## src/rtl/frame_parser_mch_if.sv

```systemverilog
// Handshake/bus bundle between the frame parser and its neighbours.
// The slave modport is the parser side; the master modport is the source/sink side.
// out_ch width follows NCH and must match the parser's NCH.
interface frame_parser_mch_if #(
  parameter int NCH = 8
);
  logic [15:0]    data_in;
  logic           data_in_vld;
  logic [15:0]    out_data;
  logic [NCH-1:0] out_ch;
  logic           out_valid;
  logic           out_ready;
  logic           out_last;
  logic           crc_valid_o;
  logic           crc_err;
  logic           frame_err;
  logic           busy;

  modport slave (
    input  data_in, data_in_vld, out_ready,
    output out_data, out_ch, out_valid, out_last,
           crc_valid_o, crc_err, frame_err, busy
  );

  modport master (
    output data_in, data_in_vld, out_ready,
    input  out_data, out_ch, out_valid, out_last,
           crc_valid_o, crc_err, frame_err, busy
  );
endinterface

```

## src/rtl/frame_parser_mch.sv

```systemverilog
// Purpose: hunts HEADER, latches a one-hot channel, buffers payload+CRC up to TRAILER,
//          checks CRC-16/CCITT and drains the payload tagged with the channel.
// Latency: first out_valid P+2 cycles after the cycle carrying TRAILER[15:0].
// Backpressure: drain holds word/channel/last while out_ready is low; input is
//          dropped while busy (CHECK/CMP/DRAIN).
// Optional: define GRAY_OUT_EN to Gray-code the drained payload; otherwise raw words.
module frame_parser_mch #(
  parameter int          NCH       = 8,
  parameter int          MAX_WORDS = 8,
  parameter logic [31:0] HEADER    = 32'hE0E0E0E0,
  parameter logic [31:0] TRAILER   = 32'h0E0E0E0E,
  parameter logic [15:0] CRC_INIT  = 16'h0000
) (
  input  logic                clk_in,
  input  logic                rst_n,
  frame_parser_mch_if.slave   bus
);

  // payload + CRC word + two trailer halves
  localparam int DEPTH = MAX_WORDS + 3;
  localparam int CW    = $clog2(DEPTH + 1);
  localparam logic [CW-1:0] DEPTH_C = CW'(DEPTH);
  localparam logic [CW-1:0] ONE     = CW'(1);
  localparam logic [CW-1:0] TWO     = CW'(2);
  localparam logic [CW-1:0] THREE   = CW'(3);
  localparam logic [15:0]   CH_MASK = 16'((32'd1 << NCH) - 32'd1);

  typedef enum logic [2:0] {HUNT, HDR2, CHAN, BODY, CHECK, CMP, DRAIN} state_t;

  state_t         state_q;
  logic [15:0]    mem_q [DEPTH];
  logic [CW-1:0]  cnt_q;
  logic [CW-1:0]  p_q;
  logic [CW-1:0]  idx_q;
  logic [15:0]    prev_q;
  logic [15:0]    crc_q;
  logic [NCH-1:0] ch_q;
  logic [15:0]    out_data_q;
  logic [NCH-1:0] out_ch_q;
  logic           out_valid_q;
  logic           out_last_q;
  logic           crc_valid_q;
  logic           crc_err_q;
  logic           frame_err_q;
  logic           busy_q;
`ifdef GRAY_OUT_EN
  logic           lsb_q;
`endif

  logic [15:0]    crc_d;
  logic [CW-1:0]  idx_d;
  logic           chan_ok;
  logic           trl_hit;

  // one 16-bit word through poly 0x1021, MSB first
  function automatic logic [15:0] crc_step(input logic [15:0] c, input logic [15:0] d);
    logic [15:0] r;
    r = c;
    for (int b = 15; b >= 0; b--) begin
      r = {r[14:0], 1'b0} ^ (((r[15] ^ d[b]) == 1'b1) ? 16'h1021 : 16'h0000);
    end
    return r;
  endfunction

`ifdef GRAY_OUT_EN
  // Gray across word boundaries: the previous word's LSB feeds this word's MSB
  function automatic logic [15:0] code_word(input logic [15:0] w, input logic lsb);
    return w ^ {lsb, w[15:1]};
  endfunction
`endif

  assign crc_d   = crc_step(crc_q, mem_q[idx_q]);
  assign idx_d   = idx_q + ONE;
  assign chan_ok = ((bus.data_in & ~CH_MASK) == 16'h0000) && (bus.data_in != 16'h0000) &&
                   ((bus.data_in & (bus.data_in - 16'd1)) == 16'h0000);
  assign trl_hit = (bus.data_in == TRAILER[15:0]) && (prev_q == TRAILER[31:16]) &&
                   (cnt_q >= THREE);

  assign bus.out_data    = out_data_q;
  assign bus.out_ch      = out_ch_q;
  assign bus.out_valid   = out_valid_q;
  assign bus.out_last    = out_last_q;
  assign bus.crc_valid_o = crc_valid_q;
  assign bus.crc_err     = crc_err_q;
  assign bus.frame_err   = frame_err_q;
  assign bus.busy        = busy_q;

  // frame buffer: every accepted BODY word lands at the current count
  always_ff @(posedge clk_in) begin
    if (state_q == BODY && bus.data_in_vld) begin
      mem_q[cnt_q] <= bus.data_in;
    end
  end

  // parser FSM with registered outputs and pulses
  always_ff @(posedge clk_in or negedge rst_n) begin
    if (!rst_n) begin
      state_q     <= HUNT;
      cnt_q       <= '0;
      p_q         <= '0;
      idx_q       <= '0;
      prev_q      <= '0;
      crc_q       <= CRC_INIT;
      ch_q        <= '0;
      out_data_q  <= '0;
      out_ch_q    <= '0;
      out_valid_q <= 1'b0;
      out_last_q  <= 1'b0;
      crc_valid_q <= 1'b0;
      crc_err_q   <= 1'b0;
      frame_err_q <= 1'b0;
      busy_q      <= 1'b0;
`ifdef GRAY_OUT_EN
      lsb_q       <= 1'b0;
`endif
    end else begin
      crc_valid_q <= 1'b0;
      crc_err_q   <= 1'b0;
      frame_err_q <= 1'b0;
      case (state_q)
        HUNT: begin
          if (bus.data_in_vld && bus.data_in == HEADER[31:16]) state_q <= HDR2;
        end
        HDR2: begin
          if (bus.data_in_vld) begin
            if (bus.data_in == HEADER[15:0])       state_q <= CHAN;
            else if (bus.data_in == HEADER[31:16]) state_q <= HDR2;
            else                                   state_q <= HUNT;
          end
        end
        CHAN: begin
          if (bus.data_in_vld) begin
            if (chan_ok) begin
              ch_q    <= bus.data_in[NCH-1:0];
              cnt_q   <= '0;
              state_q <= BODY;
            end else begin
              frame_err_q <= 1'b1;
              state_q     <= HUNT;
            end
          end
        end
        BODY: begin
          if (bus.data_in_vld) begin
            prev_q <= bus.data_in;
            if (trl_hit) begin
              p_q     <= cnt_q - TWO;
              idx_q   <= '0;
              crc_q   <= CRC_INIT;
              busy_q  <= 1'b1;
              state_q <= CHECK;
            end else if (cnt_q + ONE == DEPTH_C) begin
              frame_err_q <= 1'b1;
              state_q     <= HUNT;
            end else begin
              cnt_q <= cnt_q + ONE;
            end
          end
        end
        CHECK: begin
          crc_q <= crc_d;
          idx_q <= idx_d;
          if (idx_q == p_q - ONE) begin
            idx_q   <= '0;
            state_q <= CMP;
          end
        end
        CMP: begin
          if (crc_q == mem_q[p_q]) begin
            crc_valid_q <= 1'b1;
            out_valid_q <= 1'b1;
            out_ch_q    <= ch_q;
            out_last_q  <= (p_q == ONE);
`ifdef GRAY_OUT_EN
            out_data_q  <= code_word(mem_q[0], 1'b0);
            lsb_q       <= mem_q[0][0];
`else
            out_data_q  <= mem_q[0];
`endif
            state_q     <= DRAIN;
          end else begin
            crc_err_q <= 1'b1;
            busy_q    <= 1'b0;
            state_q   <= HUNT;
          end
        end
        DRAIN: begin
          if (bus.out_ready) begin
            if (out_last_q) begin
              out_valid_q <= 1'b0;
              out_last_q  <= 1'b0;
              out_ch_q    <= '0;
              out_data_q  <= '0;
              busy_q      <= 1'b0;
              state_q     <= HUNT;
            end else begin
              idx_q      <= idx_d;
              out_last_q <= (idx_d == p_q - ONE);
`ifdef GRAY_OUT_EN
              out_data_q <= code_word(mem_q[idx_d], lsb_q);
              lsb_q      <= mem_q[idx_d][0];
`else
              out_data_q <= mem_q[idx_d];
`endif
            end
          end
        end
        default: state_q <= HUNT;
      endcase
    end
  end

endmodule

```

## src/flat_wrapper.sv

```systemverilog
// flat-port wrapper written by rule: the top's interface ports become plain ports
module frame_parser_mch_flat 
#(
  parameter int          NCH       = 8,
  parameter int          MAX_WORDS = 8,
  parameter logic [31:0] HEADER    = 32'hE0E0E0E0,
  parameter logic [31:0] TRAILER   = 32'h0E0E0E0E,
  parameter logic [15:0] CRC_INIT  = 16'h0000
)
  (clk_in, rst_n, bus_data_in, bus_data_in_vld, bus_out_ready, bus_out_data, bus_out_ch, bus_out_valid, bus_out_last, bus_crc_valid_o, bus_crc_err, bus_frame_err, bus_busy);
  frame_parser_mch_if #(.NCH(NCH)) bus_i ();
  input  logic clk_in;
  input  logic rst_n;
  input wire logic [$bits(bus_i.data_in)-1:0] bus_data_in;
  input wire logic [$bits(bus_i.data_in_vld)-1:0] bus_data_in_vld;
  input wire logic [$bits(bus_i.out_ready)-1:0] bus_out_ready;
  output wire logic [$bits(bus_i.out_data)-1:0] bus_out_data;
  output wire logic [$bits(bus_i.out_ch)-1:0] bus_out_ch;
  output wire logic [$bits(bus_i.out_valid)-1:0] bus_out_valid;
  output wire logic [$bits(bus_i.out_last)-1:0] bus_out_last;
  output wire logic [$bits(bus_i.crc_valid_o)-1:0] bus_crc_valid_o;
  output wire logic [$bits(bus_i.crc_err)-1:0] bus_crc_err;
  output wire logic [$bits(bus_i.frame_err)-1:0] bus_frame_err;
  output wire logic [$bits(bus_i.busy)-1:0] bus_busy;
  assign bus_i.data_in = bus_data_in;
  assign bus_i.data_in_vld = bus_data_in_vld;
  assign bus_i.out_ready = bus_out_ready;
  assign bus_out_data = bus_i.out_data;
  assign bus_out_ch = bus_i.out_ch;
  assign bus_out_valid = bus_i.out_valid;
  assign bus_out_last = bus_i.out_last;
  assign bus_crc_valid_o = bus_i.crc_valid_o;
  assign bus_crc_err = bus_i.crc_err;
  assign bus_frame_err = bus_i.frame_err;
  assign bus_busy = bus_i.busy;
  frame_parser_mch #(.NCH(NCH), .MAX_WORDS(MAX_WORDS), .HEADER(HEADER), .TRAILER(TRAILER), .CRC_INIT(CRC_INIT)) u_core (.clk_in(clk_in), .rst_n(rst_n), .bus(bus_i));
endmodule
```

## config.mk

```make
export PLATFORM = sky130hd
export DESIGN_NAME = frame_parser_mch_flat
export DESIGN_NICKNAME = d
export VERILOG_FILES = /design/src/rtl/frame_parser_mch_if.sv /design/src/rtl/frame_parser_mch.sv /design/src/flat_wrapper.sv
export SDC_FILE = /design/constraint.sdc
export NUM_CORES = 1
export LEC_CHECK = 0
export CORE_MARGIN = 1
export CORE_UTILIZATION = 58
export CTS_CLUSTER_SIZE = 24
export DETAILED_ROUTE_END_ITERATION = 12
export GPL_TIMING_DRIVEN = 1
export PLACE_DENSITY_LB_ADDON = 0.15
export SLEW_MARGIN = 10
export SYNTH_ARGS = -nofsm -noshare
export SYNTH_HDL_FRONTEND = slang
export SYNTH_SLANG_ARGS = --single-unit
```

## constraint.sdc

```tcl
create_clock -name clk_in -period 11.3 [get_ports clk_in]
set_clock_uncertainty 0.15 [all_clocks]
set_input_delay 3.39 -clock clk_in [delete_from_list [all_inputs] [get_ports clk_in]]
set_output_delay 3.39 -clock clk_in [all_outputs]
set_load 0.005 [all_outputs]
```

==> results.rst, run 1 <==
Run summary
-----------

.. list-table::
   :header-rows: 1

   * - Metric
     - Value
   * - Status
     - completed
   * - Start-to-end type of the worst setup path
     - primary input to register
   * - Setup Total Neg Slack
     - 0 ns
   * - Iter 0 DRT Violations
     - approximately 1000
   * - Number of global-route vias before repair
     - 9477
   * - Fraction of area in multi-input gates
     - 40.67%
   * - Half-perimeter wire length after placement
     - around 25000 um
   * - Most area-hungry cell type in the Yosys netlist
     - edfxtp_1
   * - Setup Viol. Count Final
     - 0
   * - Compound-gate portion of the synthesized area
     - 8.059%
   * - Total internal power
     - 2.324 mW
   * - Flops
     - roughly 260
   * - Number of cells traversed by the worst register-to-register path
     - 10
   * - Critical Path Max Stage Delay
     - 0.81 ns
   * - P_clk
     - between 0.9 and 1 mW
   * - Routed WL
     - 39610 um
   * - Busiest layer in global routing
     - met2
   * - Number of stages on the worst hold path
     - 1
   * - GRT overflow
     - 0
   * - Crit path DRT
     - 11.58 ns
   * - Crit-path slowest cell
     - clkdlybuf4s50_1
   * - Final non-filler cell total
     - around 1400
   * - Chip area
     - 25420 um^2
   * - Setup crit start
     - bus_data_in[9]
   * - Max reg flops
     - 176
   * - Cts repair resizes
     - 0
   * - Sequential fraction of total cell area
     - 45.81%
   * - Fraction of final layout cells with drive strength greater than 1
     - 22.05%
   * - Max Fclk
     - 0.1571 GHz
   * - Leakage
     - 5.924 nW
   * - Pin count of the biggest net entering global routing
     - 68
   * - Met1 layer wirelength in the final routing
     - 15550 um
   * - Highest metal layer with signal wires
     - met4
   * - Worst supply voltage drop on vdd
     - between 0.0001 and 0.00015 V
   * - XOR-XNOR Cells, Area Fraction
     - 5.274%
   * - Slew headroom
     - 16.72%
   * - Worst Slack Setup Final
     - 4.935 ns
   * - Max-capacitance violation count
     - 0
   * - Synth Area per Inst
     - between 10 and 15 um^2
   * - Synthesized chip area reported by yosys
     - 14380 um^2
   * - Count of inserted antenna diode cells
     - 0
   * - Row count
     - 57
   * - WHS Endpoint
     - u_core.bus.out_ch[0]$_DFFE_PN0P_
   * - Met2 Usage GRT
     - around 50%
   * - Clock root buffer
     - clkbuf_16
   * - Inserted tap cell count
     - 324
   * - Wire length on met2
     - between 15000 and 20000 um
   * - Area share, top type
     - a little under two fifths
   * - Top-level port count
     - 50
   * - Area taken by flip-flops and latches
     - 7418 um^2
   * - Final Cell Area
     - 16190 um^2
   * - Reported combinational group power
     - ~1.3 mW
   * - CP bufs+invs
     - 1
   * - Sinks on the clock net
     - 261
   * - Number of enable flip-flop cells
     - 176
   * - Top_reg_cell synth
     - edfxtp_1
   * - Prevailing logic family in the synthesized netlist
     - multiplexers
   * - Register bit total from synthesis
     - 261
   * - Clock Buffer Count
     - 38
   * - Number of remaining DRC errors
     - 0
   * - Power per unit of standard cell area
     - 212.9 nW/um^2
   * - CTS tree
     - done
   * - Post-detailed-placement cell area
     - 15210 um^2
   * - Minimum setup slack after placement
     - 4.465 ns
   * - Area growth from synthesis to layout
     - 12.64%
   * - First-pass GRT wire length
     - 59200 um
   * - Design Power
     - 3.447 mW
## run 1: cell usage in the layout, fill, tap and decap left out, types with 5 or more instances in the layout
cell,count
and3_1,11
nor2_1,18
xnor2_1,53
inv_1,28
clkbuf_16,29
and2_1,7
mux2i_1,72
ha_1,8
a22oi_1,7
nand2b_1,7
clkdlybuf4s50_1,48
o311ai_0,16
nand4_1,9
edfxtp_1,176
a22o_1,24
xnor3_1,5
nand2_1,93
nor4_1,8
nand3_1,7
o31ai_1,5
nor2b_1,5
dfrtp_1,82
clkbuf_8,5
mux2_2,52
mux4_2,100
nor3_1,5
xor2_1,16
o211ai_1,26
a21oi_1,9
buf_4,28
o21ai_0,56
nor4bb_1,5
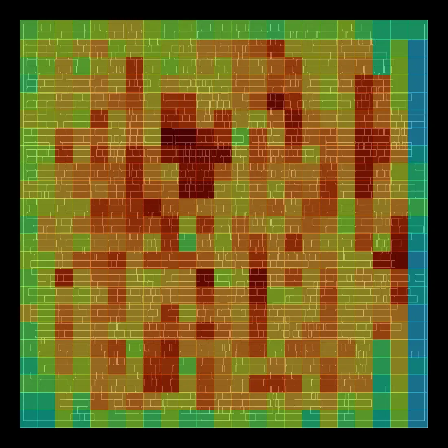
*Track usage over the die, run 1*
fraction of met1 tracks used by global routing: 44.12%
grt met3 use: 5.184%
total routing resource utilization after global routing: 31.74%
DR WL/cell: 28.13 um
final design utilization: 66.58%

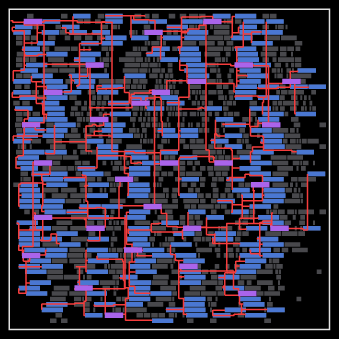
*Clock distribution, run 1*
Drawn at 2 px/um.
[purple] clock drivers | count: 29
[blue] flip-flops | count: 261
[red] clock wires | length: 3200 um
routed clock nets	30
flops lie	spread over the die

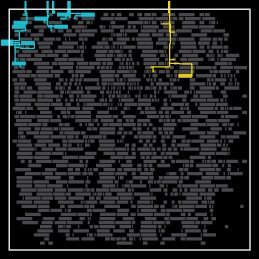
*Nets reached from selected ports, run 1*
Drawn at 1.5 px/um.
colour	port	bits	direction	edge	end cells	buffers	wire
cyan	bus_out_ch	8	output	5 top, 3 left	8	8	169 um
yellow	bus_out_last	1	output	top	1	1	96.9 um

--- run 2 (diff from run 1) ---
- clock period: 11.3 -> 6.36 ns (I/O delays scaled with it)
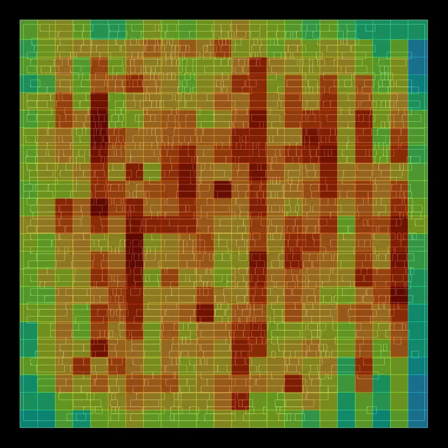
*Track usage over the die, run 2*
busiest layer in global routing: met2
met2 Usage GRT: 49.62%
final design utilization: 66.79%

==> run 2 against run 1 <==
Effect of this change:
- total power increased by 77%
- first-iteration DRC count up 3.5%
- critical path depth grew 3
- non-clock buffer count up 9
- sequential power rose by 78%
- sequential share of layout area decreased by 0.14 points
- clock power up about 70%
- utilization increased by 0.20 points
- synthesized cell count unchanged
- area after synthesis stayed put
- worst setup slack lost 3.2 ns
- largest cell class unchanged
- highest routed layer unchanged
==> results.rst, run 2 <==
Run summary
-----------

.. list-table::
   :header-rows: 1

   * - Metric
     - Value
   * - Status
     - completed
   * - Max Fclk
     - between 0.2 and 0.25 GHz
   * - Total routing resource utilization after global routing
     - 31.75%
   * - Number of remaining DRC errors
     - 0
   * - Flops
     - ~260
   * - Most area-hungry cell type in the Yosys netlist
     - edfxtp_1
   * - Sinks on the clock net
     - 261
   * - Routed WL
     - about 40000 um
   * - Design Power
     - 6.097 mW
   * - Core Box Area
     - between 20000 and 25000 um^2
   * - Top-level port count
     - 50
   * - Cts repair resizes
     - 0
   * - Cell types with the largest area share after synthesis
     - edfxtp_1 37%, mux4_2 16%, dfrtp_1 15%, mux2i_1 5.0%, mux2_2 4.1%
   * - Endpoint of the most critical register-to-register path
     - u_core.bus.out_ch[4]$_DFFE_PN0P_
   * - Crit path DRT
     - 6.65 ns
   * - Area share, top type
     - between 30 and 40%
   * - Row count
     - 57
   * - Post-detailed-placement cell area
     - 15290 um^2
   * - Setup Total Neg Slack
     - 0 ns
   * - Fraction of final layout cells with drive strength greater than 1
     - 22.26%
   * - Number of global-route vias before repair
     - 9731
   * - Register bit total from synthesis
     - 261
   * - Minimum setup slack after placement
     - approximately 1.3 ns
   * - Max reg flops
     - 176
   * - Synthesized chip area reported by yosys
     - between 10000 and 15000 um^2
   * - WHS Endpoint
     - u_core.bus.out_ch[7]$_DFFE_PN0P_
   * - Leading cell types in the layout, fill and taps excluded
     - 176 x edfxtp_1, 100 x mux4_2, 93 x nand2_1
   * - Final net count
     - 1102
   * - P_clk
     - 1.65 mW
   * - Post-synthesis instance area
     - roughly 14000 um^2
   * - Reported combinational group power
     - between 2 and 2.5 mW
   * - CP bufs+invs
     - 2
   * - Commonest cells in the netlist
     - 176 x edfxtp_1, 100 x mux4_2, 93 x nand2_1
   * - Pin count of the biggest net entering global routing
     - roughly 67
   * - First-pass GRT wire length
     - between 50000 and 60000 um
   * - Clock root buffer
     - clkbuf_16
   * - Chip area
     - 25420 um^2
   * - Iter 0 DRT Violations
     - 1039
   * - Slew headroom
     - 30.00%
   * - Total internal power
     - 4.062 mW
   * - DR WL/cell
     - around 28 um
   * - Final Cell Area
     - 16240 um^2
   * - Half-perimeter wire length after placement
     - 25890 um
   * - Worst setup slack for register-to-register paths
     - 1.69 ns
   * - Final non-filler cell total
     - 1420
   * - Setup crit start
     - u_core.p_q[0]$_DFFE_PN0P_
   * - Number of cells traversed by the worst register-to-register path
     - 10
   * - Leading cell type in the layout, fill and taps excluded
     - edfxtp_1
   * - Number of stages on the worst hold path
     - 1
   * - GRT overflow
     - 0
   * - Sequential fraction of total cell area
     - 45.67%
   * - Leakage
     - 5.965 nW
   * - Share of power burned in the clock network
     - 27.0%
   * - Setup Viol. Count Final
     - 0
   * - Count of inserted antenna diode cells
     - 0
   * - Area taken by flip-flops and latches
     - about 7400 um^2
   * - Start-to-end type of the worst setup path
     - register to register
   * - Critical Path Max Stage Delay
     - 0.87 ns
   * - Number of enable flip-flop cells
     - about 180
   * - Fraction of area in multi-input gates
     - 40.54%
   * - Clock Buffer Count
     - 43
   * - Worst supply voltage drop on vdd
     - 0.0004867 V
   * - Crit-path slowest cell
     - dfrtp_2
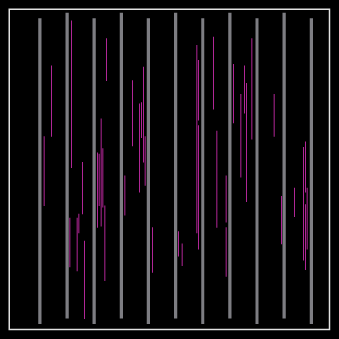
*The metal 4 layer, run 2*
Drawn at 2 px/um. Supply wires on this layer in grey.
main direction	vertical
share of all routed wire	3.6%
wire length on this layer	1430 um
longest straight run	93.8 um
nets with wire on the layer	26

-- run 2: netlist changes by cell type in the layout (fill, tap and decap cells not counted), sizes merged --
cell,delta
bufinv,-3
inv,+1
buf,+9
clkinvlp,-2
clkbuf,+5
clkinv,+2
-- run 2: cell families (layout without fill, tap and decap cells) --
family	Yosys count	after routing	synth area share, %
XOR/XNOR	77	77	5.274
AND/OR/NAND/NOR	191	191	6.710
multiplexers	224	224	24.75
AND-OR/OR-AND	166	166	8.059
buffers and inverters	97	168	2.863
adder cells (fa/ha/maj)	9	9	0.7833
flip-flops	261	261	51.56
-- run 2: per-layer routing --
layer / vias up / wire [um] / GRT usage, %
met1: 4925 / 15610 / 44.62
met4: 0 / 1430 / 11.71
met2: 544 / 18570 / 49.62
li1: 4115 / - / -
met3: 97 / 3761 / 6.252
met5: - / 0 / 0
--- run 3 (diff from run 2) ---
- CORE_UTILIZATION: 58 -> 56
- clock period: 6.36 -> 4.2 ns (I/O delays scaled with it)
==> run 3 against run 2 <==
Effect of this change:
- maximum frequency grew 20%
- via count is essentially flat
- largest cell class unchanged
- sequential power grew about 50%
- worst setup slack lost 1.4 ns
- critical endpoint is now u_core.bus.out_ch[1]$_DFFE_PN0P_
- largest power group unchanged
- critical path type unchanged
==> results.rst, run 3 <==
Run summary
-----------

.. list-table::
   :header-rows: 1

   * - Metric
     - Value
   * - Max Fclk
     - 0.2563 GHz
   * - Final non-filler cell total
     - 1475
   * - Number of global-route vias before repair
     - 9499
   * - Status
     - completed
   * - Half-perimeter wire length after placement
     - about 27000 um
   * - Design Power
     - around 9.4 mW
   * - Setup Total Neg Slack
     - 0 ns
   * - Register bit total from synthesis
     - 261
   * - Synthesized chip area reported by yosys
     - 14380 um^2
   * - Leading cell type in the layout, fill and taps excluded
     - edfxtp_1
   * - Met2 Usage GRT
     - 50.29%
   * - Area growth from synthesis to layout
     - 16.39%
   * - Fraction of final layout cells with drive strength greater than 1
     - 26.29%
   * - Crit-path slowest cell
     - or4_4
   * - Slew headroom
     - 39.15%
   * - Worst supply voltage drop on vdd
     - 0.0004870 V
   * - Critical Path Max Stage Delay
     - 0.59 ns
   * - Fraction of met1 tracks used by global routing
     - approximately 44%
   * - Synth Area in Simple Gates
     - about 6.7%
   * - Start-to-end type of the worst setup path
     - register to register
   * - Prevailing logic family in the synthesized netlist
     - multiplexers
   * - Busiest layer in global routing
     - met2
   * - Routed WL
     - 39090 um
   * - Setup crit start
     - u_core.p_q[0]$_DFFE_PN0P_
   * - Final Cell Area
     - ~17000 um^2
   * - GRT overflow
     - 0
   * - Adder and majority gate portion of the synthesized area
     - 0.7833%
   * - Sinks on the clock net
     - 261
   * - CTS tree
     - done
   * - Cts repair resizes
     - 0
   * - Crit path DRT
     - around 4.5 ns
   * - Total internal power
     - between 6 and 7 mW
   * - Clock root buffer
     - clkbuf_16
   * - P_clk
     - 2.56 mW
   * - Iter 0 DRT Violations
     - 1043
   * - Cell types with the largest area share after synthesis
     - edfxtp_1 37%, mux4_2 16%, dfrtp_1 15%, mux2i_1 5.0%, mux2_2 4.1%
   * - Core Box Area
     - about 25000 um^2
   * - Area share, top type
     - 36.76%
   * - Top-level port count
     - 50
   * - Chip area
     - 26320 um^2
   * - Leading cell types in the layout, fill and taps excluded
     - 176 x edfxtp_1, 100 x mux4_2, 93 x nand2_1
   * - CP bufs+invs
     - 2
   * - Number of enable flip-flop cells
     - roughly 180
   * - XOR-XNOR Cells, Area Fraction
     - 5.274%
   * - Max reg flops
     - 176
   * - Share of power burned in the clock network
     - 27.2%
   * - Leakage
     - between 6 and 7 nW
run 3: through the flow:
stage               util, %  hold slack, ns  setup WS (ns)
floorplan                 -          0.3172         0.6076
global route          66.45          0.3739         0.1562
finish                66.45          0.3496         0.2987
detailed placement    62.55          0.3370         0.1269
CTS                   66.45          0.3531         0.2906
global placement      62.55          0.3360         0.1742
run 3: layout make-up:
class	instances	area, um^2
Multi-Input combinational cell	667	6585
Clock inverter	15	146.4
Clock buffer	39	834.6
Fill cell	1787	8449
Inverter	29	108.9
Timing Repair Buffer	134	1226
Tap cell	330	412.9
Sequential cell	261	7418
run 3: per-layer routing:
metal  vias up  wire length, um
met5         -                0
met4         0              992
met3        69             2839
met2       432            19190
met1      4952            16070
li1       4227                -
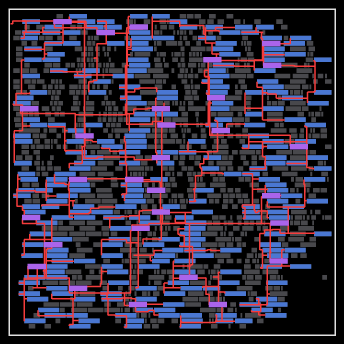
*Clock distribution, run 3*
Drawn at 2 px/um.
[blue] flip-flops | count: 261
[purple] clock drivers | count: 29
[red] clock wires | length: 3100 um
flops lie	spread over the die

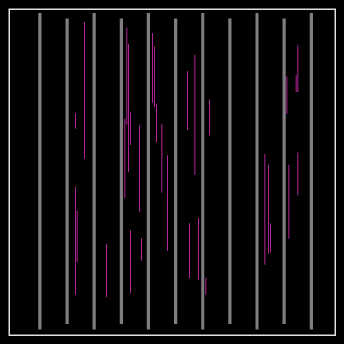
*The metal 4 layer, run 3*
Drawn at 2 px/um. Supply wires on this layer in grey.
main direction	vertical
nets with wire on the layer	23

No activity file was given, so power comes from the tool's default toggle rates.
